Fig. 1: clock distribution
The bar under the picture is 20 um long.
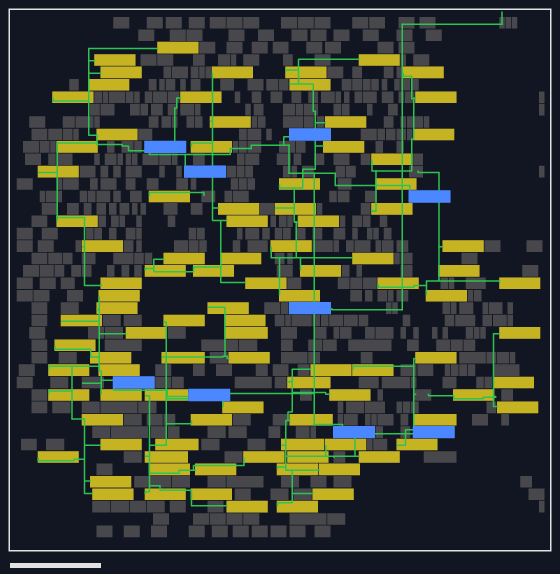
Fig. 2: I/O nets highlighted
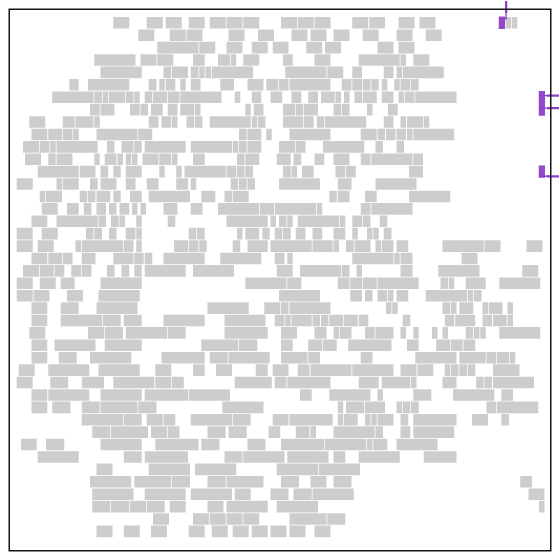
## src/rtl/bram_uart_dump_pkg.sv

```systemverilog
// Shared types and constants for the BRAM-to-UART dump block.
// Holds the FSM state type, baud divisor function and ASCII codes.
package bram_uart_dump_pkg;

    typedef enum logic [2:0] {
        IDLE,
        REQ,
        LOAD,
        SEND,
        NEXT,
        FIN
    } state_t;

    localparam logic [7:0] ASCII_CR = 8'h0D;
    localparam logic [7:0] ASCII_LF = 8'h0A;
    localparam logic [7:0] ASCII_0  = 8'h30;
    localparam logic [7:0] ASCII_A  = 8'h41;

    // Rounded clocks-per-bit.
    function automatic int calc_div(input int clk_hz, input int baud);
        return (clk_hz + baud / 2) / baud;
    endfunction

    function automatic logic [7:0] hex_char(input logic [3:0] nib);
        if (nib < 4'd10) begin
            return ASCII_0 + {4'h0, nib};
        end
        return ASCII_A + {4'h0, nib} - 8'd10;
    endfunction

endpackage

```

## src/rtl/uart_tx_byte.sv

```systemverilog
// 8N1 byte transmitter with registered tx output.
// Ports: clk, reset_n, valid/data in, ready, tx, done_pulse.
import bram_uart_dump_pkg::*;

module uart_tx_byte #(
    parameter int DIV = 278
) (
    input  logic       clk,
    input  logic       reset_n,
    input  logic       valid,
    input  logic [7:0] data,
    output logic       ready,
    output logic       tx,
    output logic       done_pulse
);

    localparam int BW = $clog2(DIV);
    localparam logic [BW-1:0] BAUD_LAST = BW'(DIV - 1);

    logic          active;
    logic [3:0]    bit_cnt;
    logic [BW-1:0] baud_cnt;
    logic [8:0]    shreg;
    logic          tx_r;
    logic          bit_end;

    assign bit_end    = (baud_cnt == BAUD_LAST);
    assign done_pulse = active && bit_end && (bit_cnt == 4'd9);
    // Ready in the final stop cycle so frames chain back to back.
    assign ready      = !active || done_pulse;
    assign tx         = tx_r;

    always_ff @(posedge clk or negedge reset_n) begin
        if (!reset_n) begin
            active   <= 1'b0;
            bit_cnt  <= '0;
            baud_cnt <= '0;
            shreg    <= '1;
            tx_r     <= 1'b1;
        end else if (valid && ready) begin
            active   <= 1'b1;
            bit_cnt  <= '0;
            baud_cnt <= '0;
            shreg    <= {1'b1, data};
            tx_r     <= 1'b0;
        end else if (active) begin
            if (bit_end) begin
                baud_cnt <= '0;
                if (bit_cnt == 4'd9) begin
                    active <= 1'b0;
                    tx_r   <= 1'b1;
                end else begin
                    bit_cnt <= bit_cnt + 4'd1;
                    tx_r    <= shreg[0];
                    shreg   <= {1'b1, shreg[8:1]};
                end
            end else begin
                baud_cnt <= baud_cnt + 1'b1;
            end
        end
    end

endmodule

```

## src/rtl/bram_uart_dump.sv

```systemverilog
// Reads NWORDS words from darkram X port and sends them on UART tx.
// Ports: start/base_addr, X-port bus, tx, busy, done. BRAM_UART_DUMP_HEX_EN: hex text.
import bram_uart_dump_pkg::*;

module bram_uart_dump #(
    parameter int CLK_HZ     = 32000000,
    parameter int BAUD       = 115200,
    parameter int ADDR_WIDTH = 32,
    parameter int NWORDS     = 16
) (
    input  logic                  clk,
    input  logic                  reset_n,
    input  logic                  start,
    input  logic [ADDR_WIDTH-1:0] base_addr,
    output logic                  XDREQ,
    output logic                  XRD,
    output logic                  XWR,
    output logic [3:0]            XBE,
    output logic [ADDR_WIDTH-1:0] XADDR,
    input  logic [31:0]           XATAO,
    input  logic                  XDACK,
    output logic                  tx,
    output logic                  busy,
    output logic                  done
);

    localparam int DIV = calc_div(CLK_HZ, BAUD);
    localparam int CW  = $clog2(NWORDS + 1);
`ifdef BRAM_UART_DUMP_HEX_EN
    localparam logic [3:0] LAST_IDX = 4'd9;
`else
    localparam logic [3:0] LAST_IDX = 4'd3;
`endif

    state_t                state, state_n;
    logic [ADDR_WIDTH-1:0] xaddr;
    logic [31:0]           word;
    logic [CW-1:0]         cnt;
    logic [3:0]            idx;
    logic [3:0]            cidx;
    logic                  sent;
    logic                  tx_valid;
    logic                  tx_ready;
    logic                  tx_done;
    logic [7:0]            tx_data;
    logic                  last_word;

    assign XADDR     = xaddr;
    assign XDREQ     = (state == REQ);
    assign XRD       = (state == REQ);
    assign XWR       = 1'b0;
    assign XBE       = 4'hf;
    assign busy      = (state == REQ) || (state == LOAD) ||
                       (state == SEND) || (state == NEXT);
    assign done      = (state == FIN);
    assign last_word = (cnt == CW'(NWORDS - 1));

    always_ff @(posedge clk or negedge reset_n) begin
        if (!reset_n) begin
            state <= IDLE;
        end else begin
            state <= state_n;
        end
    end

    // While a byte is in flight, offer the following one so the
    // transmitter can take it in its final stop cycle.
    always_comb begin
        state_n  = state;
        tx_valid = 1'b0;
        cidx     = sent ? idx + 4'd1 : idx;
        unique case (state)
            IDLE: if (start) state_n = REQ;
            REQ:  if (XDACK) state_n = LOAD;
            LOAD: state_n = SEND;
            SEND: begin
                tx_valid = !sent || (tx_done && idx != LAST_IDX);
                if (tx_done && idx == LAST_IDX) state_n = NEXT;
            end
            NEXT: state_n = last_word ? FIN : REQ;
            FIN:  state_n = IDLE;
            default: state_n = IDLE;
        endcase
    end

    always_comb begin
        tx_data = 8'h00;
`ifdef BRAM_UART_DUMP_HEX_EN
        if (cidx == 4'd8) begin
            tx_data = ASCII_CR;
        end else if (cidx == 4'd9) begin
            tx_data = ASCII_LF;
        end else begin
            tx_data = hex_char(4'(word >> {3'd7 - cidx[2:0], 2'b00}));
        end
`else
        tx_data = 8'(word >> {cidx, 3'b000});
`endif
    end

    always_ff @(posedge clk or negedge reset_n) begin
        if (!reset_n) begin
            xaddr <= '0;
            word  <= '0;
            cnt   <= '0;
            idx   <= '0;
            sent  <= 1'b0;
        end else begin
            unique case (state)
                IDLE: if (start) begin
                    xaddr <= base_addr & ~ADDR_WIDTH'(3);
                    cnt   <= '0;
                end
                REQ: if (XDACK) word <= XATAO;
                LOAD: begin
                    idx  <= '0;
                    sent <= 1'b0;
                end
                SEND: begin
                    if (tx_valid && tx_ready && !sent) sent <= 1'b1;
                    if (tx_done) begin
                        if (idx == LAST_IDX) sent <= 1'b0;
                        else idx <= idx + 4'd1;
                    end
                end
                NEXT: begin
                    xaddr <= xaddr + ADDR_WIDTH'(4);
                    cnt   <= cnt + 1'b1;
                end
                default: ;
            endcase
        end
    end

    uart_tx_byte #(
        .DIV(DIV)
    ) u_tx (
        .clk        (clk),
        .reset_n    (reset_n),
        .valid      (tx_valid),
        .data       (tx_data),
        .ready      (tx_ready),
        .tx         (tx),
        .done_pulse (tx_done)
    );

endmodule

```

## config.mk

```make
export PLATFORM = sky130hd
export DESIGN_NAME = bram_uart_dump
export DESIGN_NICKNAME = d
export VERILOG_FILES = /design/src/rtl/bram_uart_dump_pkg.sv /design/src/rtl/uart_tx_byte.sv /design/src/rtl/bram_uart_dump.sv
export SDC_FILE = /design/constraint.sdc
export NUM_CORES = 1
export LEC_CHECK = 0
export CORE_UTILIZATION = 40
export CTS_CLUSTER_SIZE = 14
export DETAILED_ROUTE_END_ITERATION = 10
export GPL_TIMING_DRIVEN = 1
export PLACE_DENSITY_LB_ADDON = 0.3
export SLEW_MARGIN = 25
export SYNTH_ARGS = -nofsm -noshare
export SYNTH_HDL_FRONTEND = slang
export SYNTH_SLANG_ARGS = --single-unit
```

## constraint.sdc

```tcl
create_clock -name clk -period 3.2 [get_ports clk]
set_clock_uncertainty 0.15 [all_clocks]
set_input_delay 0.32 -clock clk [delete_from_list [all_inputs] [get_ports clk]]
set_output_delay 0.32 -clock clk [all_outputs]
set_load 0.01 [all_outputs]
```

==> reports/results.ini <==
[outcome]
status = finished clean

[logic_synthesis]
top_cells_by_area = dfrtp_1 41%, mux2_2 7.1%, dfstp_2 4.4%, mux4_2 3.3%, a21oi_1 3.1%
syn_inst = 524
ys_area_um2 = 5420
top_area_cell = dfrtp_1
synth_seq_share_pct = 45.5
syn_avg_cell_area_um2 = 10.3

[timing]
setup_viol = 0
grt_setup_unrepaired = no
setup_ws_ns = 0.693
fin_tns_setup_ns = 0
post-route-period-util_pct = 78.4
finalCriticalPeriod_ns = 2.51

[grt]
grt-ovfl-total = 0
antenna_found_initial = 0
grt_busiest_layer = met2

[placement]
dp.cells = 779
post_dp_cell_area_um2 = 6550
port_buffers = 100

[critical_path]
worstPathArrival_ns = 2.04
critPathMaxFanout = 21
crit_type = flop to output pin

[drt]
drt_first_pass_iters = 5

[finish]
fin_nets = 691

[job]
tool_warnings = 30

[power_and_ir_drop]
ir_drop_mv = 0.288

[cts]
cts_tree = built
clkTransAtPathRegs_ns = 0.07

[die]
boundaryPins = 110
die_area_um2 = 14000
die-width_um = 118

[min_path]
hold_class = primary input to asynchronous set/reset pin

-- Fig. 1 (at the start) --
blue -> clock drivers  # count 9
green -> clock wires  # length 1230 um
yellow -> flip-flops  # count 98
flops lie = spread over the die

-- Fig. 2 (at the start) --
purple -> `XBE`  # bits 4, direction output, end cells 4, buffers 0, wire 10.7 um

-- stage by stage --
| stage | hold WS (ns) | total power [mW] |
|---|---|---|
| after floorplan | -0.126 | 2.12 |
| after global placement | 0.0167 | 2.38 |
| after detailed placement | 0.0189 | 2.42 |
| after CTS | 0.198 | 3.47 |
| after global routing | 0.215 | 3.64 |
| final | 0.202 | 3.44 |
-- state kept, by name, indices dropped and copies added, names as in the netlist --
register	flops
XADDR	30
cnt	5
idx	4
sent	1
state	3
u_tx.active	1
u_tx.baud_cnt	9
u_tx.bit_cnt	4
u_tx.shreg	8
u_tx.tx	1
word	32
-- synthesized netlist by cell type, types with 10 or more instances --
cell type	n
o21ai_0	21
o22ai_1	18
a21oi_1	34
buf_4	15
nor3_1	14
buf_2	12
nor3b_1	10
nand3_1	17
nand4_1	11
inv_1	10
mux2_2	34
nor2_1	42
dfrtp_1	89
nand2_1	35
-- power by group --
group	switching (mW)	internal [mW]	total [mW]	leakage (nW)
logic	0.299	0.421	0.721	1.43
clock network	0.491	0.557	1.05	0.133
registers	0.191	1.48	1.67	1.20
-- metal layers --
| layer | vias up | part of all wire, % |
|---|---|---|
| met5 | - | 0 |
| met4 | 0 | 1.6 |
| met3 | 14 | 4.3 |
| met2 | 122 | 47 |
| met1 | 2207 | 47 |
| li1 | 2122 | - |
-- area by class of cell --
cell class | count | area, um^2 | area share [%]
Multi-Input combinational cell | 381 | 2710 | 39.6
Tap cell | 176 | 220 | 3.21
Inverter | 10 | 37.5 | 0.548
Clock inverter | 6 | 51.3 | 0.749
Timing Repair Buffer | 115 | 1130 | 16.4
Clock buffer | 10 | 239 | 3.49
Sequential cell | 98 | 2460 | 36.0
-- logic make-up (layout without fill, tap and decap cells) --
kind of cell,Yosys count,count (layout),synth area share [%]
simple gates,175,175,17.7
compound gates,134,134,16.9
flops,98,98,45.5
buf+inv,50,141,4.92
mux,47,47,11.3
xor+xnor,10,10,1.75
fa+ha+maj,8,8,1.85
other cells,2,7,0.139
-- how the worst max path moves through the flow --
stage,startpoint,end,slack [ns],depth (start not counted)
2_1_floorplan,idx[0],u_tx.shreg[6],1.05,4
3_3_place_gp,idx[0],u_tx.shreg[4],0.89,7
3_5_place_dp,idx[0],u_tx.shreg[6],0.83,6
4_1_cts,state[0],busy,0.70,4
5_1_grt,state[0],busy,0.56,4
6_report,state[0],busy,0.69,4
-- worst max-delay path: stages (launching register included) --
cell and delay, ns:
dfrtp_1 0.54, nor2_1 0.16, buf_4 0.28, xnor2_1 0.16, clkdlybuf4s50_1 0.55
Power and IR drop assume default switching activity.
